===== src/rtl/vga_rx_pkg.sv =====
// Shared types and default 640x480 timing for the VGA receive-side timing recovery.
package vga_rx_pkg;

  typedef enum logic [1:0] {
    SEARCH  = 2'd0,
    ACQUIRE = 2'd1,
    LOCKED  = 2'd2
  } state_t;

  // 640x480 @ 60 Hz default mode, in pixels / lines.
  localparam int VGA_H_ACTIVE    = 640;
  localparam int VGA_H_FP        = 16;
  localparam int VGA_H_SYNC      = 96;
  localparam int VGA_H_BP        = 48;
  localparam int VGA_V_ACTIVE    = 480;
  localparam int VGA_V_FP        = 10;
  localparam int VGA_V_SYNC      = 2;
  localparam int VGA_V_BP        = 33;
  localparam int VGA_LOCK_FRAMES = 2;

  // Period of a line or frame: all four segments together.
  function automatic int vga_total(input int active, input int fp, input int sync, input int bp);
    return active + fp + sync + bp;
  endfunction

  // First active position, counted from the sync assertion edge.
  function automatic int vga_start(input int sync, input int bp);
    return sync + bp;
  endfunction

endpackage


===== src/rtl/vga_sync_edge.sv =====
// Strobe-qualified sampler with falling-edge (sync assertion) detect.
module vga_sync_edge (
  input  logic i_clk,
  input  logic i_rst_n,
  input  logic i_stb,
  input  logic i_sig,
  output logic o_fall
);

  logic prev_q;

  // Hold the previous strobe-time sample; resets deasserted so no false edge follows reset.
  always_ff @(posedge i_clk or negedge i_rst_n) begin
    if (!i_rst_n) begin
      prev_q <= 1'b1;
    end else if (i_stb) begin
      prev_q <= i_sig;
    end
  end

  assign o_fall = i_stb & prev_q & ~i_sig;

endmodule


===== src/rtl/vga_rx_timing.sv =====
// Recovers line/frame timing from VGA pins, locks to the configured mode,
// and re-derives pixel coordinates, active-video and colour.
// Handshake: o_valid is a one-cycle pulse one i_clk after each i_pix_stb;
// there is no backpressure, the consumer must take every o_valid beat.
module vga_rx_timing
  import vga_rx_pkg::*;
#(
  parameter int H_ACTIVE    = VGA_H_ACTIVE,
  parameter int H_FP        = VGA_H_FP,
  parameter int H_SYNC      = VGA_H_SYNC,
  parameter int H_BP        = VGA_H_BP,
  parameter int V_ACTIVE    = VGA_V_ACTIVE,
  parameter int V_FP        = VGA_V_FP,
  parameter int V_SYNC      = VGA_V_SYNC,
  parameter int V_BP        = VGA_V_BP,
  parameter int LOCK_FRAMES = VGA_LOCK_FRAMES
) (
  input  logic        i_clk,
  input  logic        i_rst_n,
  input  logic        i_pix_stb,
  input  logic        i_hs,
  input  logic        i_vs,
  input  logic        i_r,
  input  logic        i_g,
  input  logic        i_b,
  output logic        o_valid,
  output logic        o_de,
  output logic [9:0]  o_x,
  output logic [8:0]  o_y,
  output logic [2:0]  o_rgb,
  output logic        o_locked,
  output logic [10:0] o_h_total,
  output logic [9:0]  o_v_total,
  output logic        o_frame_start,
  output logic        o_err,
  output state_t      o_state
);

  localparam logic [10:0] H_TOTAL = 11'(vga_total(H_ACTIVE, H_FP, H_SYNC, H_BP));
  localparam logic [10:0] H_START = 11'(vga_start(H_SYNC, H_BP));
  localparam logic [10:0] H_END   = 11'(vga_start(H_SYNC, H_BP) + H_ACTIVE);
  localparam logic [9:0]  V_TOTAL = 10'(vga_total(V_ACTIVE, V_FP, V_SYNC, V_BP));
  localparam logic [9:0]  V_START = 10'(vga_start(V_SYNC, V_BP));
  localparam logic [9:0]  V_END   = 10'(vga_start(V_SYNC, V_BP) + V_ACTIVE);
  localparam logic [10:0] H_MAX   = 11'd2047;
  localparam logic [9:0]  V_MAX   = 10'd1023;
  localparam logic [2:0]  LOCK_N  = 3'(LOCK_FRAMES);

  logic        hs_edge, vs_edge;
  state_t      state_q, state_d;
  logic [2:0]  match_q, match_d;
  logic [10:0] h_cnt, h_nxt, h_len, htot_d;
  logic [9:0]  v_cnt, v_nxt, v_inc, vtot_d;
  logic        line_bad_q, line_bad_d;
  logic        h_sat, len_bad, frame_ok, err_d, de_d;
  logic [9:0]  x_d;
  logic [8:0]  y_d;

  vga_sync_edge u_hs_edge (
    .i_clk   (i_clk),
    .i_rst_n (i_rst_n),
    .i_stb   (i_pix_stb),
    .i_sig   (i_hs),
    .o_fall  (hs_edge)
  );

  vga_sync_edge u_vs_edge (
    .i_clk   (i_clk),
    .i_rst_n (i_rst_n),
    .i_stb   (i_pix_stb),
    .i_sig   (i_vs),
    .o_fall  (vs_edge)
  );

  assign len_bad  = hs_edge && (h_len != H_TOTAL);
  // The line closed by a coincident HS edge still belongs to the frame being judged.
  assign frame_ok = !line_bad_q && !len_bad && (vtot_d == V_TOTAL);

  // Line/frame counters and period measurements for the current strobe.
  always_comb begin
    h_len      = (h_cnt == H_MAX) ? H_MAX : h_cnt + 11'd1;
    v_inc      = (v_cnt == V_MAX) ? V_MAX : v_cnt + 10'd1;
    h_nxt      = h_cnt;
    v_nxt      = v_cnt;
    htot_d     = o_h_total;
    vtot_d     = o_v_total;
    line_bad_d = line_bad_q;
    h_sat      = 1'b0;
    if (i_pix_stb) begin
      if (hs_edge) begin
        h_nxt  = 11'd0;
        htot_d = h_len;
      end else begin
        h_nxt = h_len;
        h_sat = (h_cnt == H_MAX - 11'd1);
      end
      if (vs_edge) begin
        vtot_d     = hs_edge ? v_inc : v_cnt;
        v_nxt      = 10'd0;
        line_bad_d = 1'b0;
      end else begin
        if (hs_edge) v_nxt = v_inc;
        if (len_bad) line_bad_d = 1'b1;
      end
    end
  end

  // Lock state machine: next state, match count and error pulse.
  always_comb begin
    state_d = state_q;
    match_d = match_q;
    err_d   = 1'b0;
    case (state_q)
      SEARCH: begin
        if (vs_edge) begin
          state_d = ACQUIRE;
          match_d = 3'd0;
        end
      end
      ACQUIRE: begin
        if (h_sat) begin
          state_d = SEARCH;
          match_d = 3'd0;
        end else if (vs_edge) begin
          if (frame_ok) begin
            match_d = match_q + 3'd1;
            if (match_q + 3'd1 == LOCK_N) state_d = LOCKED;
          end else begin
            match_d = 3'd0;
          end
        end
      end
      LOCKED: begin
        if (len_bad || (vs_edge && (vtot_d != V_TOTAL)) || h_sat) begin
          err_d   = 1'b1;
          state_d = SEARCH;
          match_d = 3'd0;
        end
      end
      default: begin
        state_d = SEARCH;
        match_d = 3'd0;
      end
    endcase
  end

  // Active-video window and coordinates from the post-update counters.
  always_comb begin
    de_d = (state_d == LOCKED) &&
           (h_nxt >= H_START) && (h_nxt < H_END) &&
           (v_nxt >= V_START) && (v_nxt < V_END);
    x_d  = de_d ? 10'(h_nxt - H_START) : 10'd0;
    y_d  = de_d ? 9'(v_nxt - V_START) : 9'd0;
  end

  // State, counters and all registered outputs.
  always_ff @(posedge i_clk or negedge i_rst_n) begin
    if (!i_rst_n) begin
      state_q       <= SEARCH;
      match_q       <= 3'd0;
      h_cnt         <= 11'd0;
      v_cnt         <= 10'd0;
      line_bad_q    <= 1'b0;
      o_valid       <= 1'b0;
      o_de          <= 1'b0;
      o_x           <= 10'd0;
      o_y           <= 9'd0;
      o_rgb         <= 3'd0;
      o_locked      <= 1'b0;
      o_h_total     <= 11'd0;
      o_v_total     <= 10'd0;
      o_frame_start <= 1'b0;
      o_err         <= 1'b0;
    end else begin
      state_q       <= state_d;
      match_q       <= match_d;
      h_cnt         <= h_nxt;
      v_cnt         <= v_nxt;
      line_bad_q    <= line_bad_d;
      o_valid       <= i_pix_stb;
      o_frame_start <= vs_edge;
      o_err         <= err_d;
      o_locked      <= (state_d == LOCKED);
      o_h_total     <= htot_d;
      o_v_total     <= vtot_d;
      if (i_pix_stb) begin
        o_de  <= de_d;
        o_x   <= x_d;
        o_y   <= y_d;
        o_rgb <= de_d ? {i_r, i_g, i_b} : 3'd0;
      end
    end
  end

  assign o_state = state_q;

endmodule


===== config.mk =====
export PLATFORM = sky130hd
export DESIGN_NAME = vga_rx_timing
export DESIGN_NICKNAME = d
export VERILOG_FILES = /design/src/rtl/vga_rx_pkg.sv /design/src/rtl/vga_sync_edge.sv /design/src/rtl/vga_rx_timing.sv
export SDC_FILE = /design/constraint.sdc
export NUM_CORES = 1
export LEC_CHECK = 0
export CAP_MARGIN = 20
export CORE_ASPECT_RATIO = 0.75
export CORE_MARGIN = 3
export CORE_UTILIZATION = 56
export DETAILED_ROUTE_END_ITERATION = 8
export GPL_ROUTABILITY_DRIVEN = 1
export GPL_TIMING_DRIVEN = 1
export PLACE_DENSITY = 0.85
export SYNTH_ARGS = -nofsm -noshare
export SYNTH_HDL_FRONTEND = slang
export SYNTH_HIERARCHICAL = 1
export SYNTH_SLANG_ARGS = --single-unit

===== constraint.sdc =====
create_clock -name i_clk -period 4.9 [get_ports i_clk]
set_clock_uncertainty 0.1 [all_clocks]
set_input_delay 0.98 -clock i_clk [delete_from_list [all_inputs] [get_ports i_clk]]
set_output_delay 0.98 -clock i_clk [all_outputs]
set_load 0.02 [all_outputs]

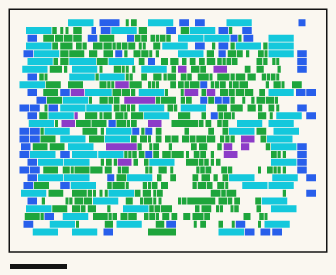
(placement by cell class)
Bar = 20 um.
Purple stands for clock drivers and dummy loads, cells 16. Cyan stands for flops, cells 77. Blue stands for other buffers and delay cells, cells 73. Green stands for combinational and other logic, cells 367.
Rows: 28
Core Area: 7950 um2
fin area: 5470 um2
fin util: 68.8%
sequential share of cell area: 35.3%

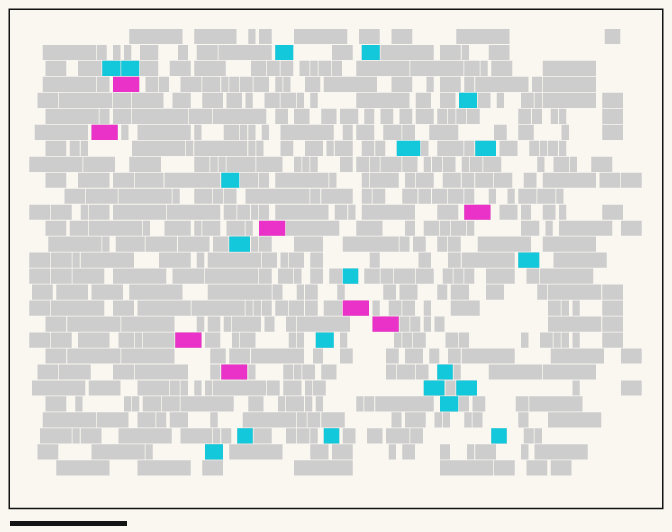
(logic cells by family)
Bar = 20 um.
Magenta stands for adder and majority cells, cells 8. Cyan stands for AND-OR and OR-AND gates, cells 20.
Comb area share: 44.4%
final std cells w/o fill: 638
most used logic cell in the final layout: dfrtp_1

==> results.yml <==
# physical design summary
status:
  outcome: "complete, no violations"
cts:
  clk_pin_slew_ps: 90
  cts_hold_buf: 0
  cts_buffer_depth: 2
  cts_tree: "done"
  post_cts_resized: 0
pwr:
  intPower_mw: 1.21
  power_switching_mw: 0.648
  p_per_area_nw_per_um2: 340
  powerClk_mw: 0.540
  p_comb_share_pct: 27.9
  seq_power_share_pct: 43.1
  power_top_consumer: "sequential cells"
  swShare_pct: 34.8
cells_and_area:
  flops: 77
  buffer_area_share_pct: 12.7
  final_layout_top_logic_cells: "dfrtp_1, nand2_1, clkdlybuf4s50_1, nor2_1, o21ai_0"
  nClkBuffers: 10
  antenna_cells: 0
  nMultiInputCombCells: 350
  largestClassByArea: "combinational gates"
  n_fill_cell: 626
  nets: 544
  area_delta_synth_final_pct: 18.2
  n_all_inverters: 17
logic_synthesis:
  ys_seq_share_pct: 41.7
  synthArstFlopShare_pct: 100
  yosys.area.top_type: "dfrtp_1"
  edf_count: 0
  xor_area_share_pct: 3.03
  topCombFamilyByArea: "AND-OR/OR-AND gates"
  muxShareOfSynthArea_pct: 2.05
  ys_cells: 481
  adder_share_pct: 2.16
  aoi_share_pct: 24.6
  top_cell_area_share_pct: 40.5
  yosys-stat-area_um2: 4630
  syn_avg_cell_area_um2: 9.63
global_route:
  gr-usage-met1_pct: 40.7
  antenna_found_initial: 0
  grt_overflow_total: 0
  grt_max_degree: 78
  grt_pass1_vias: 3823
  grt_usage_pct: 27.0
  grt_first_pass_wirelength_um: 20300
sta:
  period_needed_ps: 4510
  fmax_mhz: 222
  final_max_slew_viol_count: 0
  rsz0062_at_grt: "false"
place:
  numPortBuffers: 57
  dp_slack_ps: 136
  hpwlAfterDp_um: 8750
floorplanning:
  floorplan.die_area_um2: 9410
  die_w_um: 111
  nWellTaps: 105
  initCoreUtil_pct: 58.2
detailed_routing:
  wl_met1_um: 5730
  vias_per_cell: 6.34
  route.met2.wl_um: 5160
  drtIter0Drc: 456
worst_setup_path:
  worstPathRequired_ps: 5060
  rr_worst_depth: 13
  crit_type: "in2reg"
job:
  tool_warnings: 29
  drv_cap: 0
min_path:
  hp-class: "reg2reg"
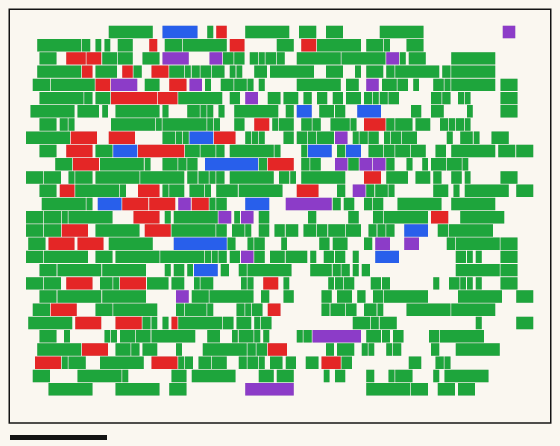
(cell sizes after repair)
Bar = 20 um.
Green stands for _0 and _1 cells, cells 448, share 84%. Purple stands for _3 and _4 cells, cells 23, share 4.3%. Red stands for _2 cells, cells 48, share 9.0%. Blue stands for _6 and larger, cells 14, share 2.6%.
Buffers, non-clock: 73
final worst setup slack: 389 ps

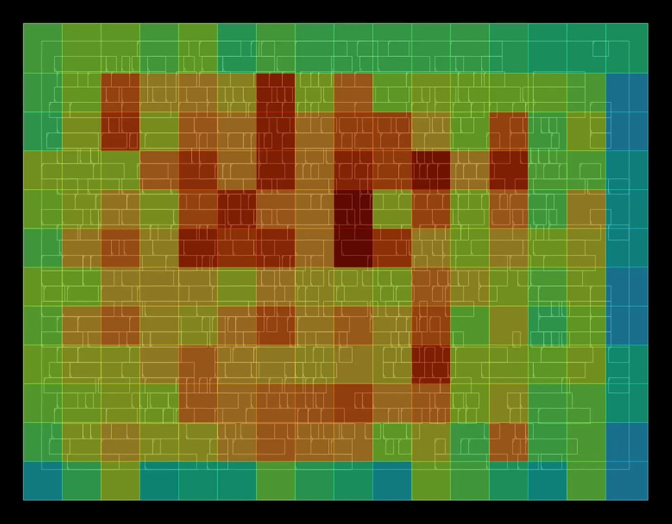
(routing congestion map)
met3 Use GR: 8.36%
GR peak layer: met1

-- sequential cells by signal, indices dropped and copies added (netlist names), 2 cells and up --
| register | flops |
|---|---|
| v_cnt | 10 |
| o_state | 2 |
| o_x | 10 |
| o_h_total | 11 |
| h_cnt | 11 |
| match_q | 3 |
| o_rgb | 3 |
| o_y | 9 |
| o_v_total | 10 |
-- cell usage after synthesis (all sizes together), types with 3 or more instances --
library cell and count:
inv 17, xnor2 9, o2bb2ai 20, nand2b 7, dfrtp 75, a311o 3, nand3b 3, and3b 3
o31a 3, and4 5, clkbuf 15, or2 3, ha 8, and2 4, nand2 57, nor2 35
o31ai 8, and3 10, mux2 6, a211oi 4, nor2b 4, or3 4, buf 22, a21o 4
nand4 14, a41oi 4, a31o 4, nor3 8, a31oi 18, o21ai 27, a21oi 21, nand3 12
xor2 7, nor4 5
-- worst max-delay path, cell delays in order --
cell and delay [ps]:
clkdlybuf4s50_1 440, and3b_2 410, buf_4 210, and4_1 330, a21oi_1 160, nor3_1 470, o21ai_0 250, a31oi_1 200
o21ba_2 180, or4b_1 500, buf_4 270, o31ai_2 270
-- worst paths after layout --
| check | from | slack, ps | end |
|---|---|---|---|
| hold reg to reg | o_h_total[10]$_DFFE_PN0P_ | 380 | o_h_total[10]$_DFFE_PN0P_ |
| hold / removal | o_h_total[10]$_DFFE_PN0P_ | 380 | o_h_total[10]$_DFFE_PN0P_ |
| setup reg to reg | h_cnt[0]$_DFF_PN0_ | 720 | o_y[7]$_DFFE_PN0P_ |
| max in group asynchronous | i_rst_n | 3430 | o_x[6]$_DFFE_PN0P_ |
| setup / recovery | i_hs | 390 | o_y[7]$_DFFE_PN0P_ |
| min in group asynchronous | i_rst_n | 670 | o_v_total[7]$_DFF_PN0_ |
Power and IR drop assume default switching activity.
